Port wiring:
Drawn at 6 px/um.
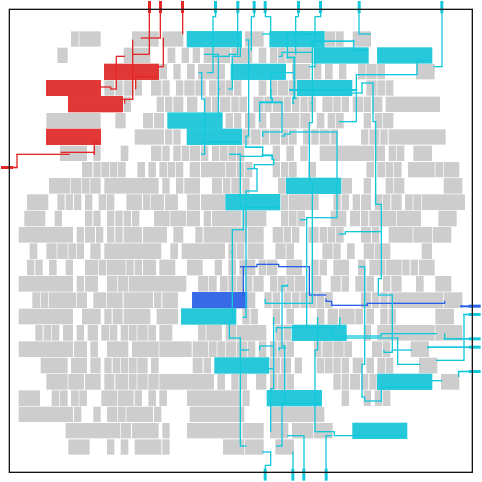
Placed cells, one color a class:
Drawn at 4 px/um.
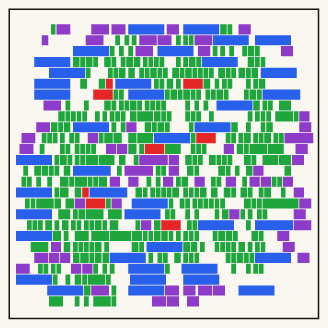
Met3 routing:
Drawn at 4 px/um.
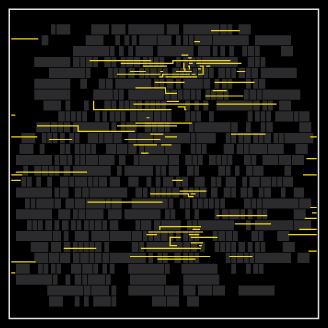
Routed clock nets over the placement:
Drawn at 6 px/um.
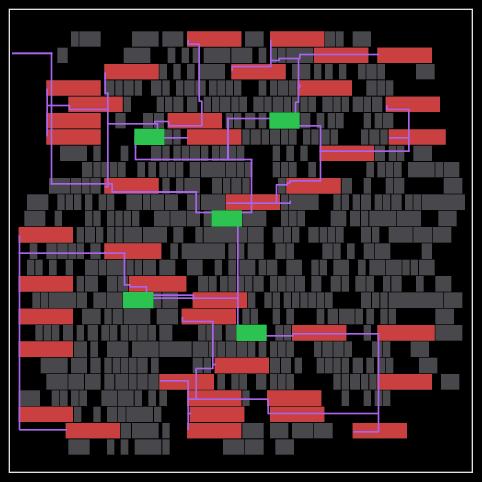
`src/rtl/keypad_entry_ctrl.sv`:
```
// ---------------------------------------------------------------------------
// keypad_entry_ctrl
// Sequencer behind the 4x4 keypad scan driver. It turns the raw per-scan
// stream (code + toggling change flag) into clean one-shot key events. It
// debounces each press, accepts it exactly once, detects release, and
// assembles multi-digit BCD entries.
//
// Ports
//   clk              in   system clock (scan clock domain)
//   rst              in   asynchronous, active-high reset
//   i_cambio_digito  in   toggles on every scan cycle that sees a pressed row
//   i_digito[4:0]    in   scanned code: 0..15 key, 16 no key, 17 invalid
//   o_key_pulse      out  1-cycle strobe, accepted key (any code 0..15)
//   o_key_code[3:0]  out  code of last accepted key, held
//   o_cmd_pulse      out  1-cycle strobe, accepted key is 0xB/0xC/0xD
//   o_entry_bcd      out  entry buffer, newest digit in [3:0], unused digits 0
//   o_entry_len[3:0] out  digits currently held, 0..N_DIGITS
//   o_entry_valid    out  1-cycle strobe on '#' with a non-empty entry
//   o_entry_err      out  1-cycle strobe: digit when full, or '#' when empty
//
// FSM states
//   state      | meaning
//   S_IDLE     | no key seen, waiting for first scan event
//   S_DEBOUNCE | counting consecutive same-code events toward acceptance
//   S_HELD     | key accepted, waiting for REL_CNT event-free cycles
// ---------------------------------------------------------------------------
module keypad_entry_ctrl #(
    parameter int N_DIGITS = 4,
    parameter int DEB_CNT  = 3,
    parameter int REL_CNT  = 8
) (
    input  logic                  clk,
    input  logic                  rst,
    input  logic                  i_cambio_digito,
    input  logic [4:0]            i_digito,
    output logic                  o_key_pulse,
    output logic [3:0]            o_key_code,
    output logic                  o_cmd_pulse,
    output logic [4*N_DIGITS-1:0] o_entry_bcd,
    output logic [3:0]            o_entry_len,
    output logic                  o_entry_valid,
    output logic                  o_entry_err
);

    localparam int BW = 4 * N_DIGITS;
    localparam int DW = (DEB_CNT > 1) ? $clog2(DEB_CNT) : 1;
    localparam int GW = $clog2(REL_CNT);
    localparam logic [GW-1:0] GAP_TC = GW'(REL_CNT - 1);

    typedef enum logic [1:0] {
        S_IDLE     = 2'd0,
        S_DEBOUNCE = 2'd1,
        S_HELD     = 2'd2
    } state_t;

    state_t          r_state;
    state_t          w_state_nxt;
    logic            r_prev_tog;
    logic [3:0]      r_cand;
    logic [3:0]      w_cand_nxt;
    logic [DW-1:0]   r_deb;
    logic [DW-1:0]   w_deb_nxt;
    logic [GW-1:0]   r_gap;
    logic [GW-1:0]   w_gap_nxt;
    logic            w_ev;
    logic            w_accept;
    logic [3:0]      w_acc_code;

    logic            r_key_pulse;
    logic [3:0]      r_key_code;
    logic            r_cmd_pulse;
    logic [BW-1:0]   r_entry_bcd;
    logic [3:0]      r_entry_len;
    logic            r_entry_valid;
    logic            r_entry_err;
    logic            r_clr_pend;
    logic [BW-1:0]   w_cand_ext;

    // A toggle with no-key / invalid code is not an event.
    assign w_ev = (i_cambio_digito != r_prev_tog) && (i_digito < 5'd16);

    always_ff @(posedge clk or posedge rst) begin
        if (rst) begin
            r_state    <= S_IDLE;
            r_prev_tog <= 1'b0;
            r_cand     <= 4'd0;
            r_deb      <= '0;
            r_gap      <= '0;
        end else begin
            r_state    <= w_state_nxt;
            r_prev_tog <= i_cambio_digito;
            r_cand     <= w_cand_nxt;
            r_deb      <= w_deb_nxt;
            r_gap      <= w_gap_nxt;
        end
    end

    // The gap timer is a down-counter reloaded on each event; reaching zero
    // on an event-free cycle means REL_CNT quiet cycles have elapsed.
    always_comb begin
        w_state_nxt = r_state;
        w_cand_nxt  = r_cand;
        w_deb_nxt   = r_deb;
        w_gap_nxt   = r_gap;
        w_accept    = 1'b0;
        w_acc_code  = r_cand;
        case (r_state)
            S_IDLE: begin
                if (w_ev) begin
                    w_cand_nxt = i_digito[3:0];
                    w_deb_nxt  = DW'(1);
                    w_gap_nxt  = GAP_TC;
                    if (DEB_CNT == 1) begin
                        w_accept    = 1'b1;
                        w_acc_code  = i_digito[3:0];
                        w_state_nxt = S_HELD;
                    end else begin
                        w_state_nxt = S_DEBOUNCE;
                    end
                end
            end
            S_DEBOUNCE: begin
                if (w_ev) begin
                    w_gap_nxt = GAP_TC;
                    if (i_digito[3:0] == r_cand) begin
                        if (r_deb == DW'(DEB_CNT - 1)) begin
                            w_accept    = 1'b1;
                            w_state_nxt = S_HELD;
                        end else begin
                            w_deb_nxt = r_deb + DW'(1);
                        end
                    end else begin
                        w_cand_nxt = i_digito[3:0];
                        w_deb_nxt  = DW'(1);
                    end
                end else if (r_gap == '0) begin
                    w_state_nxt = S_IDLE;
                end else begin
                    w_gap_nxt = r_gap - GW'(1);
                end
            end
            S_HELD: begin
                if (w_ev) begin
                    w_gap_nxt = GAP_TC;
                end else if (r_gap == '0) begin
                    w_state_nxt = S_IDLE;
                end else begin
                    w_gap_nxt = r_gap - GW'(1);
                end
            end
            default: begin
                w_state_nxt = S_IDLE;
            end
        endcase
    end

    assign w_cand_ext = BW'(w_acc_code);

    always_ff @(posedge clk or posedge rst) begin
        if (rst) begin
            r_key_pulse   <= 1'b0;
            r_key_code    <= 4'd0;
            r_cmd_pulse   <= 1'b0;
            r_entry_bcd   <= '0;
            r_entry_len   <= 4'd0;
            r_entry_valid <= 1'b0;
            r_entry_err   <= 1'b0;
            r_clr_pend    <= 1'b0;
        end else begin
            r_key_pulse   <= 1'b0;
            r_cmd_pulse   <= 1'b0;
            r_entry_valid <= 1'b0;
            r_entry_err   <= 1'b0;
            // '#' presents the buffer for one cycle, then empties it.
            if (r_clr_pend) begin
                r_entry_bcd <= '0;
                r_entry_len <= 4'd0;
                r_clr_pend  <= 1'b0;
            end
            if (w_accept) begin
                r_key_pulse <= 1'b1;
                r_key_code  <= w_acc_code;
                if (w_acc_code <= 4'd9) begin
                    if (r_entry_len < 4'(N_DIGITS)) begin
                        r_entry_bcd <= (r_entry_bcd << 4) | w_cand_ext;
                        r_entry_len <= r_entry_len + 4'd1;
                    end else begin
                        r_entry_err <= 1'b1;
                    end
                end else begin
                    case (w_acc_code)
                        4'hA: begin
                            if (r_entry_len != 4'd0) begin
                                r_entry_bcd <= r_entry_bcd >> 4;
                                r_entry_len <= r_entry_len - 4'd1;
                            end
                        end
                        4'hF: begin
                            r_entry_bcd <= '0;
                            r_entry_len <= 4'd0;
                        end
                        4'hE: begin
                            if (r_entry_len != 4'd0) begin
                                r_entry_valid <= 1'b1;
                                r_clr_pend    <= 1'b1;
                            end else begin
                                r_entry_err <= 1'b1;
                            end
                        end
                        default: begin
                            r_cmd_pulse <= 1'b1;
                        end
                    endcase
                end
            end
        end
    end

    assign o_key_pulse   = r_key_pulse;
    assign o_key_code    = r_key_code;
    assign o_cmd_pulse   = r_cmd_pulse;
    assign o_entry_bcd   = r_entry_bcd;
    assign o_entry_len   = r_entry_len;
    assign o_entry_valid = r_entry_valid;
    assign o_entry_err   = r_entry_err;

endmodule
```
`config.mk`:
```
export PLATFORM = sky130hd
export DESIGN_NAME = keypad_entry_ctrl
export DESIGN_NICKNAME = d
export VERILOG_FILES = /design/src/rtl/keypad_entry_ctrl.sv
export SDC_FILE = /design/constraint.sdc
export NUM_CORES = 1
export LEC_CHECK = 0
export ABC_AREA = 1
export CAP_MARGIN = 0
export CORE_UTILIZATION = 51
export CTS_CLUSTER_DIAMETER = 40
export DETAILED_ROUTE_END_ITERATION = 16
export PLACE_DENSITY = 0.83
export RECOVER_POWER = 50
export SYNTH_ARGS = -nofsm -noshare
export SYNTH_HDL_FRONTEND = slang
export SYNTH_SLANG_ARGS = --single-unit
export TNS_END_PERCENT = 1
```
`constraint.sdc`:
```
create_clock -name clk -period 1.6 [get_ports clk]
set_input_delay 0.32 -clock clk [delete_from_list [all_inputs] [get_ports clk]]
set_output_delay 0.32 -clock clk [all_outputs]
set_load 0.02 [all_outputs]
```
==> results.txt <==
Status - finished clean
Bufs on Longest Clock Path - 2
Fin. max-slew vios - 0
Category of the worst setup path capture point - output port
Violation count after the first detailed-routing iteration - 272
Post-route worst hold slack - 418 ps
Most common cell in the synthesized netlist - nand2_1
CTS Hold Buffers Added - 0
P_leak - 0.00217 uW
Routability Congestion - 0.894
Clk latency late pin - 300 ps
Data required time at the worst endpoint - 1280 ps
TritonCTS clock tree - done
Main power group - combinational logic
Crit path max-delay family - buffers and inverters
Max FFs per register - 16
Input/output buffers - 35
Arrival @ worst endpoint - 1240 ps
Async set or reset register ratio after synthesis - 100%
Fraction of final layout cells sized beyond drive strength 1 - 13.5%
Netlist cell types - 26
Power drawn by the sequential cells - 1280 uW
Cell count of the worst reg-to-reg path - 8
Sequential share of the synthesized area - 35.0%
Most frequently used flop master after synthesis - dfrtp_1
DRC violations left - 0
CTS Sinks - 40
Global Route Usage Sum - 26.2%
Wirelength per Cell - 12.8 um
Reg power frac - 36.9%
Floorplan die area - 0.00592 mm2
Ant. Diodes - 0
Area Growth Syn to Fin - 26.8%
Max rail drop VDD - 0.000797 V
Synthesis area per yosys - 0.00286 mm2
Type of the setup path with the least slack - register to output port
Root cell of the clock tree - clkbuf_8
Final Setup Violations - 0
Relative contribution of the clock network to total power - 20.3%
## Picture notes: 'port wiring'
o_entry_valid -> blue  # direction output, edge right, end cells 1, buffers 1, wire 47.9 um
o_key_code -> red  # direction output, edge 3 top, 1 left, end cells 4, buffers 4, wire 74.9 um
o_entry_bcd -> cyan  # direction output, edge 8 top, 4 bottom, 4 right, end cells 16, buffers 16, wire 744 um

## Picture notes: 'placed cells, one color a class'
combinational and other logic -> green  # cells 398, share of their area 52%
flops -> blue  # cells 40, share of their area 28%
clock drivers and dummy loads -> red  # cells 8, share of their area 2.6%
other buffers and delay cells -> purple  # cells 66, share of their area 17%

## Picture notes: 'met3 routing'
longest straight run = 19.8 um
wire length on this layer = 537 um

## Picture notes: 'routed clock nets over the placement'
clock wires -> purple  # length 531 um
flip-flops -> red  # count 40
clock drivers -> green  # count 5
flops lie = all over the die
routed clock nets = 6

## kinds of logic after synthesis
logic type,count (synthesis),share of synthesized area [%]
and+or+nand+nor,289,42.4
buffers and inverters,72,10.5
DFF,40,35.0
AOI/OAI and AO/OA,36,6.56
adders and majority gates,10,4.37
xor gates and xnor gates,4,1.22
## path summary, 6_finish.rpt
path                                            from                         to  slack, ps
setup / recovery           o_key_code[1]$_DFFE_PP0P_              o_key_code[1]         40
hold / removal                           i_digito[3]      r_cand[3]$_DFFE_PP0P_        420
setup reg to reg              r_state[1]$_DFFE_PP0P_   o_entry_len[3]$_DFF_PP0_         80
hold reg to reg                 r_gap[1]$_DFFE_PP0P_       r_gap[1]$_DFFE_PP0P_        480
max in group asynchronous                        rst      r_cand[3]$_DFFE_PP0P_        220
min in group asynchronous                        rst  o_key_code[1]$_DFFE_PP0P_        670
## cell type report
type / count / area share (%)
inverters: 59 / 6.13
multi-input cells: 339 / 44.2
clock buffers: 6 / 2.27
flip-flops and latches: 40 / 27.7
repair buffers: 66 / 17.0
well taps: 70 / 2.41
clock inverters: 2 / 0.276
## per-stage QoR
stage               instances  utilization [%]  total power [uW]  worst slack, ps
CTS                       580             67.7              3390             7.85
global placement          572             66.3              2620             -205
floorplan                 451                -              2270             30.1
finish                    582             68.9              3460             41.9
global route              582             68.9              3720            -44.7
detailed placement        572             66.3              2680             -255
## metal layers
metal  GRT usage, %  part of all wire (%)  vias up
met5              0                     0        -
met4           8.08                   1.1        0
met3           4.05                   7.2       20
met2           46.9                    50      144
met1           32.2                    42     1431
li1               -                     -     1524
## what timing repair did
item	4_1_cts	5_1_grt
resized	17	21
endpoints found under the hold margin	0	0
setup endpoints to repair	17	42
buffers inserted	0	2
pin swaps	0	1
No activity file was given, so power comes from the tool's default toggle rates.
